--- src/rtl/adain_pkg.sv ---
// Shared encodings and sizing helpers for the AdaIN control unit.
package adain_pkg;

    typedef enum logic [2:0] {
        ST_IDLE = 3'd0,
        ST_MEAN = 3'd1,
        ST_VAR  = 3'd2,
        ST_ISIG = 3'd3,
        ST_B1   = 3'd4,
        ST_B0   = 3'd5,
        ST_NORM = 3'd6
    } state_t;

    typedef enum logic [1:0] {
        MODE_FULL  = 2'b00,
        MODE_MEAN  = 2'b01,
        MODE_STATS = 2'b10,
        MODE_NORM  = 2'b11
    } mode_t;

    localparam logic [1:0] DONE_NONE  = 2'b00;
    localparam logic [1:0] DONE_MEAN  = 2'b01;
    localparam logic [1:0] DONE_STATS = 2'b10;
    localparam logic [1:0] DONE_NORM  = 2'b11;

    localparam int W_MAX_DEF = 256;
    localparam int H_MAX_DEF = 256;
    localparam int C_MAX_DEF = 512;

    // Width of a counter that runs 0..max_val-1 (never zero bits wide).
    function automatic int cnt_w(input int max_val);
        return (max_val > 1) ? $clog2(max_val) : 1;
    endfunction

    // Completion code reported for a given operating mode.
    function automatic logic [1:0] done_code_of(input mode_t m);
        case (m)
            MODE_MEAN:  return DONE_MEAN;
            MODE_STATS: return DONE_STATS;
            default:    return DONE_NORM;
        endcase
    endfunction

endpackage

--- src/rtl/adain_ctrl_mc_if.sv ---
// Command, pixel-stream and datapath-strobe bundle of the AdaIN controller.
interface adain_ctrl_mc_if #(
    parameter int W_MAX = adain_pkg::W_MAX_DEF,
    parameter int H_MAX = adain_pkg::H_MAX_DEF,
    parameter int C_MAX = adain_pkg::C_MAX_DEF
);
    localparam int WW = $clog2(W_MAX + 1);
    localparam int HW = $clog2(H_MAX + 1);
    localparam int NW = $clog2(C_MAX + 1);
    localparam int IW = adain_pkg::cnt_w(C_MAX);

    logic          start;
    logic [1:0]    mode;
    logic [WW-1:0] width;
    logic [HW-1:0] height;
    logic [NW-1:0] n_ch;
    logic          in_valid;
    logic          in_ready;
    logic          input_mac_en;
    logic          rst_acc;
    logic          mean_en;
    logic          variance_en;
    logic          inv_sigma_en;
    logic          B1_en;
    logic          B0_en;
    logic          out_en;
    logic [IW-1:0] ch_idx;
    logic [2:0]    state;
    logic          busy;
    logic          done;
    logic [1:0]    done_code;

    modport master (
        output start, mode, width, height, n_ch, in_valid,
        input  in_ready, input_mac_en, rst_acc, mean_en, variance_en,
               inv_sigma_en, B1_en, B0_en, out_en, ch_idx, state, busy,
               done, done_code
    );

    modport slave (
        input  start, mode, width, height, n_ch, in_valid,
        output in_ready, input_mac_en, rst_acc, mean_en, variance_en,
               inv_sigma_en, B1_en, B0_en, out_en, ch_idx, state, busy,
               done, done_code
    );

endinterface

--- src/rtl/adain_beat_delay.sv ---
// Delay line for the accepted-beat and first-beat flags of a stream phase.
// It shifts every cycle regardless of stalls so in-flight beats keep emerging.
module adain_beat_delay #(
    parameter int LAT = 3
) (
    input  logic clk,
    input  logic rst,
    input  logic beat,
    input  logic first,
    output logic beat_m1,
    output logic beat_m,
    output logic first_m1
);
    logic [LAT:1]   beat_pipe;
    logic [LAT-1:1] first_pipe;

    // Shift both flags one stage per cycle; reset empties the line.
    always_ff @(posedge clk) begin
        if (rst) begin
            beat_pipe  <= '0;
            first_pipe <= '0;
        end else begin
            beat_pipe[1]  <= beat;
            first_pipe[1] <= first;
            for (int i = 2; i <= LAT; i++) beat_pipe[i] <= beat_pipe[i-1];
            for (int i = 2; i < LAT; i++) first_pipe[i] <= first_pipe[i-1];
        end
    end

    assign beat_m1  = beat_pipe[LAT-1];
    assign beat_m   = beat_pipe[LAT];
    assign first_m1 = first_pipe[LAT-1];

endmodule

--- src/rtl/adain_ctrl_mc.sv ---
// Multi-channel AdaIN sequencer: runs MEAN/VAR/ISIG/B1/B0/NORM per channel
// over an HxW map, pacing pixel beats through a valid/ready stall handshake.
module adain_ctrl_mc import adain_pkg::*; #(
    parameter int W_MAX    = W_MAX_DEF,
    parameter int H_MAX    = H_MAX_DEF,
    parameter int C_MAX    = C_MAX_DEF,
    parameter int LAT_MAC  = 3,
    parameter int LAT_ISIG = 4,
    parameter int LAT_AFF  = 3
) (
    input logic           clk,
    input logic           rst,
    adain_ctrl_mc_if.slave bus
);
    localparam int WW   = $clog2(W_MAX + 1);
    localparam int HW   = $clog2(H_MAX + 1);
    localparam int NW   = $clog2(C_MAX + 1);
    localparam int XW   = cnt_w(W_MAX);
    localparam int YW   = cnt_w(H_MAX);
    localparam int IW   = cnt_w(C_MAX);
    localparam int LMX1 = (LAT_MAC > LAT_ISIG) ? LAT_MAC : LAT_ISIG;
    localparam int LMAX = (LMX1 > LAT_AFF) ? LMX1 : LAT_AFF;
    localparam int KW   = $clog2(LMAX + 1);

    state_t        state, state_nx;
    mode_t         mode_q, mode_in;
    logic [WW-1:0] w_q;
    logic [HW-1:0] h_q;
    logic [NW-1:0] c_q;
    logic [XW-1:0] col;
    logic [YW-1:0] row;
    logic [KW-1:0] k;          // drain counter in stream phases, step counter otherwise
    logic          drain;
    logic [IW-1:0] ch;
    logic          done_q;
    logic [1:0]    code_q;

    logic stream, in_ready, acc, col_end, row_end, first, last;
    logic zero_sz, start_ok, drain_end, more_ch;
    logic phase_end, ch_step;
    logic mac_en, rst_acc, mean_en, var_en, isig_en, b1_en, b0_en, out_en;
    logic beat_m1, beat_m, first_m1;

    assign mode_in   = mode_t'(bus.mode);
    assign stream    = (state == ST_MEAN) || (state == ST_VAR) || (state == ST_NORM);
    assign in_ready  = stream && !drain;
    assign acc       = in_ready && bus.in_valid;
    assign col_end   = (WW'(col) == w_q - WW'(1));
    assign row_end   = (HW'(row) == h_q - HW'(1));
    assign first     = acc && (col == '0) && (row == '0);
    assign last      = acc && col_end && row_end;
    assign drain_end = drain && (k == KW'(LAT_MAC));
    assign more_ch   = (NW'(ch) + NW'(1)) < c_q;
    // A done cycle swallows start so back-to-back requests are spaced by one cycle.
    assign start_ok  = (state == ST_IDLE) && bus.start && !done_q;
    assign zero_sz   = (bus.width == '0) || (bus.height == '0) ||
                       ((mode_in == MODE_FULL) && (bus.n_ch == '0));

    adain_beat_delay #(.LAT(LAT_MAC)) u_beat_delay (
        .clk      (clk),
        .rst      (rst),
        .beat     (acc),
        .first    (first),
        .beat_m1  (beat_m1),
        .beat_m   (beat_m),
        .first_m1 (first_m1)
    );

    // Next-state selection and per-state datapath strobes.
    always_comb begin
        state_nx  = state;
        phase_end = 1'b0;
        ch_step   = 1'b0;
        mac_en    = 1'b0;
        rst_acc   = 1'b0;
        mean_en   = 1'b0;
        var_en    = 1'b0;
        isig_en   = 1'b0;
        b1_en     = 1'b0;
        b0_en     = 1'b0;
        out_en    = 1'b0;
        case (state)
            ST_IDLE: begin
                if (start_ok && !zero_sz) begin
                    case (mode_in)
                        MODE_STATS: state_nx = ST_VAR;
                        MODE_NORM:  state_nx = ST_NORM;
                        default:    state_nx = ST_MEAN;
                    endcase
                end
            end
            ST_MEAN: begin
                mac_en  = acc;
                rst_acc = first_m1;
                if (drain_end) begin
                    mean_en   = 1'b1;
                    phase_end = 1'b1;
                    state_nx  = (mode_q == MODE_MEAN) ? ST_IDLE : ST_VAR;
                end
            end
            ST_VAR: begin
                mac_en  = acc;
                rst_acc = first_m1;
                if (drain_end) begin
                    var_en    = 1'b1;
                    phase_end = 1'b1;
                    state_nx  = ST_ISIG;
                end
            end
            ST_ISIG: begin
                mac_en  = (k == KW'(1));
                rst_acc = (k == KW'(LAT_ISIG - 1));
                if (k == KW'(LAT_ISIG)) begin
                    isig_en   = 1'b1;
                    phase_end = 1'b1;
                    state_nx  = ST_B1;
                end
            end
            ST_B1: begin
                mac_en  = (k == '0);
                rst_acc = (k == KW'(LAT_AFF - 1));
                if (k == KW'(LAT_AFF)) begin
                    b1_en     = 1'b1;
                    phase_end = 1'b1;
                    state_nx  = ST_B0;
                end
            end
            ST_B0: begin
                mac_en  = (k == '0);
                rst_acc = (k == KW'(LAT_AFF - 1));
                if (k == KW'(LAT_AFF)) begin
                    b0_en     = 1'b1;
                    phase_end = 1'b1;
                    state_nx  = (mode_q == MODE_STATS) ? ST_IDLE : ST_NORM;
                end
            end
            ST_NORM: begin
                mac_en  = acc;
                rst_acc = beat_m1;
                out_en  = beat_m;
                if (drain_end) begin
                    phase_end = 1'b1;
                    if ((mode_q == MODE_FULL) && more_ch) begin
                        ch_step  = 1'b1;
                        state_nx = ST_MEAN;
                    end else begin
                        state_nx = ST_IDLE;
                    end
                end
            end
            default: state_nx = ST_IDLE;
        endcase
    end

    // State, configuration latch, beat/step counters and completion reporting.
    always_ff @(posedge clk) begin
        if (rst) begin
            state  <= ST_IDLE;
            mode_q <= MODE_FULL;
            w_q    <= '0;
            h_q    <= '0;
            c_q    <= '0;
            col    <= '0;
            row    <= '0;
            k      <= '0;
            drain  <= 1'b0;
            ch     <= '0;
            done_q <= 1'b0;
            code_q <= DONE_NONE;
        end else begin
            state  <= state_nx;
            done_q <= 1'b0;
            if (start_ok) begin
                mode_q <= mode_in;
                w_q    <= bus.width;
                h_q    <= bus.height;
                c_q    <= bus.n_ch;
                if (zero_sz) begin
                    done_q <= 1'b1;
                    code_q <= done_code_of(mode_in);
                end
            end
            if (phase_end) begin
                col   <= '0;
                row   <= '0;
                k     <= '0;
                drain <= 1'b0;
                if (state_nx == ST_IDLE) begin
                    done_q <= 1'b1;
                    code_q <= done_code_of(mode_q);
                    ch     <= '0;
                end else if (ch_step) begin
                    ch <= ch + 1'b1;
                end
            end else begin
                if (acc) begin
                    if (col_end) begin
                        col <= '0;
                        row <= row + 1'b1;
                    end else begin
                        col <= col + 1'b1;
                    end
                    if (last) begin
                        drain <= 1'b1;
                        k     <= KW'(1);
                    end
                end
                if (drain || (state == ST_ISIG) || (state == ST_B1) || (state == ST_B0))
                    k <= k + 1'b1;
            end
        end
    end

    assign bus.in_ready     = in_ready;
    assign bus.input_mac_en = mac_en;
    assign bus.rst_acc      = rst_acc;
    assign bus.mean_en      = mean_en;
    assign bus.variance_en  = var_en;
    assign bus.inv_sigma_en = isig_en;
    assign bus.B1_en        = b1_en;
    assign bus.B0_en        = b0_en;
    assign bus.out_en       = out_en;
    assign bus.ch_idx       = ch;
    assign bus.state        = state;
    assign bus.busy         = (state != ST_IDLE);
    assign bus.done         = done_q;
    assign bus.done_code    = code_q;

endmodule

--- src/flat_wrapper.sv ---
// flat-port wrapper written by rule: the top's interface ports become plain ports
module adain_ctrl_mc_flat import adain_pkg::*;
#(
    parameter int W_MAX    = W_MAX_DEF,
    parameter int H_MAX    = H_MAX_DEF,
    parameter int C_MAX    = C_MAX_DEF,
    parameter int LAT_MAC  = 3,
    parameter int LAT_ISIG = 4,
    parameter int LAT_AFF  = 3
)
  (clk, rst, bus_start, bus_mode, bus_width, bus_height, bus_n_ch, bus_in_valid, bus_in_ready, bus_input_mac_en, bus_rst_acc, bus_mean_en, bus_variance_en, bus_inv_sigma_en, bus_B1_en, bus_B0_en, bus_out_en, bus_ch_idx, bus_state, bus_busy, bus_done, bus_done_code);
  adain_ctrl_mc_if #(.W_MAX(W_MAX), .H_MAX(H_MAX), .C_MAX(C_MAX)) bus_i ();
  input logic clk;
  input logic rst;
  input wire logic [$bits(bus_i.start)-1:0] bus_start;
  input wire logic [$bits(bus_i.mode)-1:0] bus_mode;
  input wire logic [$bits(bus_i.width)-1:0] bus_width;
  input wire logic [$bits(bus_i.height)-1:0] bus_height;
  input wire logic [$bits(bus_i.n_ch)-1:0] bus_n_ch;
  input wire logic [$bits(bus_i.in_valid)-1:0] bus_in_valid;
  output wire logic [$bits(bus_i.in_ready)-1:0] bus_in_ready;
  output wire logic [$bits(bus_i.input_mac_en)-1:0] bus_input_mac_en;
  output wire logic [$bits(bus_i.rst_acc)-1:0] bus_rst_acc;
  output wire logic [$bits(bus_i.mean_en)-1:0] bus_mean_en;
  output wire logic [$bits(bus_i.variance_en)-1:0] bus_variance_en;
  output wire logic [$bits(bus_i.inv_sigma_en)-1:0] bus_inv_sigma_en;
  output wire logic [$bits(bus_i.B1_en)-1:0] bus_B1_en;
  output wire logic [$bits(bus_i.B0_en)-1:0] bus_B0_en;
  output wire logic [$bits(bus_i.out_en)-1:0] bus_out_en;
  output wire logic [$bits(bus_i.ch_idx)-1:0] bus_ch_idx;
  output wire logic [$bits(bus_i.state)-1:0] bus_state;
  output wire logic [$bits(bus_i.busy)-1:0] bus_busy;
  output wire logic [$bits(bus_i.done)-1:0] bus_done;
  output wire logic [$bits(bus_i.done_code)-1:0] bus_done_code;
  assign bus_i.start = bus_start;
  assign bus_i.mode = bus_mode;
  assign bus_i.width = bus_width;
  assign bus_i.height = bus_height;
  assign bus_i.n_ch = bus_n_ch;
  assign bus_i.in_valid = bus_in_valid;
  assign bus_in_ready = bus_i.in_ready;
  assign bus_input_mac_en = bus_i.input_mac_en;
  assign bus_rst_acc = bus_i.rst_acc;
  assign bus_mean_en = bus_i.mean_en;
  assign bus_variance_en = bus_i.variance_en;
  assign bus_inv_sigma_en = bus_i.inv_sigma_en;
  assign bus_B1_en = bus_i.B1_en;
  assign bus_B0_en = bus_i.B0_en;
  assign bus_out_en = bus_i.out_en;
  assign bus_ch_idx = bus_i.ch_idx;
  assign bus_state = bus_i.state;
  assign bus_busy = bus_i.busy;
  assign bus_done = bus_i.done;
  assign bus_done_code = bus_i.done_code;
  adain_ctrl_mc #(.W_MAX(W_MAX), .H_MAX(H_MAX), .C_MAX(C_MAX), .LAT_MAC(LAT_MAC), .LAT_ISIG(LAT_ISIG), .LAT_AFF(LAT_AFF)) u_core (.clk(clk), .rst(rst), .bus(bus_i));
endmodule
--- config.mk ---
export PLATFORM = sky130hd
export DESIGN_NAME = adain_ctrl_mc_flat
export DESIGN_NICKNAME = d
export VERILOG_FILES = /design/src/rtl/adain_pkg.sv /design/src/rtl/adain_ctrl_mc_if.sv /design/src/rtl/adain_beat_delay.sv /design/src/rtl/adain_ctrl_mc.sv /design/src/flat_wrapper.sv
export SDC_FILE = /design/constraint.sdc
export NUM_CORES = 1
export LEC_CHECK = 0
export ABC_AREA = 1
export CORE_UTILIZATION = 52
export CTS_CLUSTER_DIAMETER = 50
export DETAILED_ROUTE_END_ITERATION = 7
export DONT_BUFFER_PORTS = 1
export PLACE_DENSITY = 0.67
export SYNTH_ARGS = -nofsm -noshare
export SYNTH_HDL_FRONTEND = slang
export SYNTH_SLANG_ARGS = --single-unit
--- constraint.sdc ---
create_clock -name clk -period 6.3 [get_ports clk]
set_input_delay 1.575 -clock clk [delete_from_list [all_inputs] [get_ports clk]]
set_output_delay 1.575 -clock clk [all_outputs]
set_load 0.02 [all_outputs]
Figure 1. The metal 1 layer.
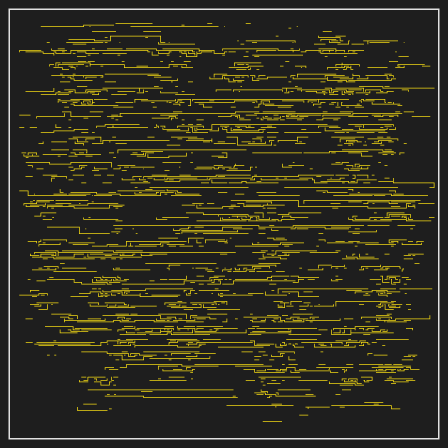
- nets with wire on the layer: 649
- main direction: horizontal
- share of all routed wire: 47%

Figure 2. Routing congestion map.
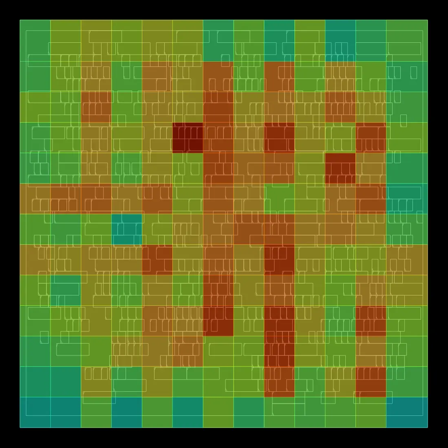
Most Crowded Layer GR: met2
post-DR wirelength/cell: 13.21 um
Finished Core Util: 58.01%
GRT Total Usage: 24.70%
met1 usage in global routing: 31.15%

Figure 3. Clock network drawn from the DEF.
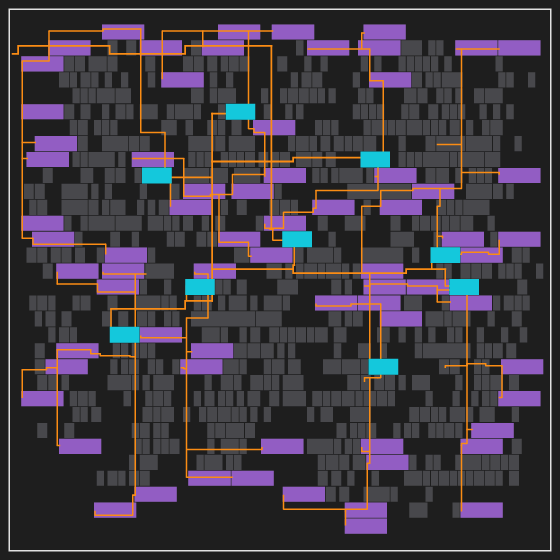
- clock drivers: cyan (count 9)
- clock wires: orange (length 982 um)
- flip-flops: purple (count 70)
- flops lie: all over the die

Figure 4. I/O nets highlighted.
The bar under the picture is 20 um long.
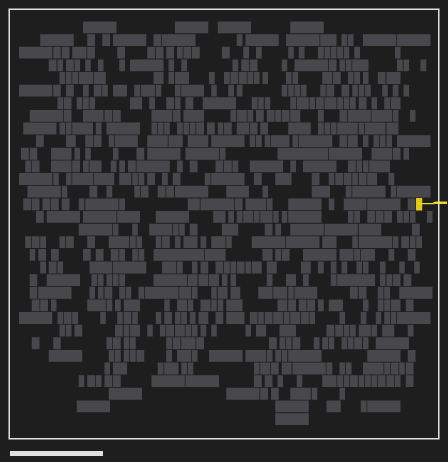
- bus_in_valid: yellow (bits 1; direction input; end cells 1; buffers 0; wire 3.70 um)

==> results_slide.txt <==
Key Metrics from the Run

Placed design
  • Pre-CTS setup slack: 2.488 ns
  • Dpl hpwl: 7426 um
  • GP Congestion: 0.9023

Logic synthesis
  • Commonest cells post-synth: nand2_1, nor2_1, inv_1
  • Yosys chip area: 4227 um^2
  • Simple-gate area share of the yosys netlist: 33.63%
  • Post-Synth XOR/XNOR Area: 4.885%
  • Avg Inst Size Synth: roughly 6.7 um^2
  • Cell area leaders: dfxtp_1, nand2_1, nor2_1
  • Top-count cell post-synth: nand2_1
  • Dominant comb cell: simple AND/OR/NAND/NOR gates
  • Synth Flop Type: dfxtp_1
  • Top cell area share: 33.16%
  • Flops after synth: about 70
  • Cell type with the largest total area: dfxtp_1

Detailed routing
  • Met3 wire length: 592 um
  • Drt pass-1 iters: 5
  • Metal-1 WL: between 4000 and 5000 um
  • Metal2 WL: ~4500 um
  • Vias: 3,875
  • Post-route ant nets: 0
  • Avg Vias per Cell: 5.265
  • DRC viols: 0

Critical path
  • Critical Path Start Type: input port
  • R2R depth: 19
  • Crit. End Element: output pin
  • CP delay by family, top: buffers and inverters
  • Worst R2R Start: u_core.bus.ch_idx[0]
  • Worst-path maximum fanout: 9
  • Worst Path Arrival: approximately 2.2 ns

Clocking
  • Post-CTS Setup Inserts: 0
  • H-tree depth: 3
  • Worst-path clk slew: 0.07 ns
  • Post-cts repair resize count: 0
  • Clock sink total: 70
  • CTS tree: done
  • Clk latency late pin: 0.35 ns

Power and ir drop
  • Clk pwr share: 35.0%
  • Sw frac: between 30% and 40%
  • Peak VDD IR: 0.1388 mV
  • Top power consumer group: sequential cells
  • Logic pwr share: around 22%
  • P_leak: around 2 nW
  • Power per cell area: 258.0 nW/um^2
  • Clock Power: 409 uW
  • Power share of the sequential group: 42.7%

Final timing
  • Setup Total Neg Slack: 0 ns
  • Slew of the pin with the lowest slew margin: 0.8368 ns
  • Hold Vio Cnt, Final: 0
  • Final Skew: 0.01009 ns
  • Peak Freq: 262.0 MHz
  • Max transition margin: between 40% and 50%
  • Final Max Slew Viols: 0

Layout
  • Filler cells: 778
  • Fraction of area in registers: 30.94%
  • Largest class: logic gates
  • Comb area share: 53.73%
  • Max reg flops: 10
  • Clk tree area frac: 4.890%
  • Comb area: between 2000 and 2500 um^2

Floorplan
  • Die height: 92.16 um
  • Chip area: roughly 8500 um^2
  • FP Util: 54.13%
  • Std cell rows: 32

GRT
  • Met3 GRT Util: 6.716%
  • Met2 Track Usage GR: 41.73%
  • Global route overflow: 0

Status
  • Outcome: finished clean
Power figures rest on the tool's default switching activity, not on a simulated workload.
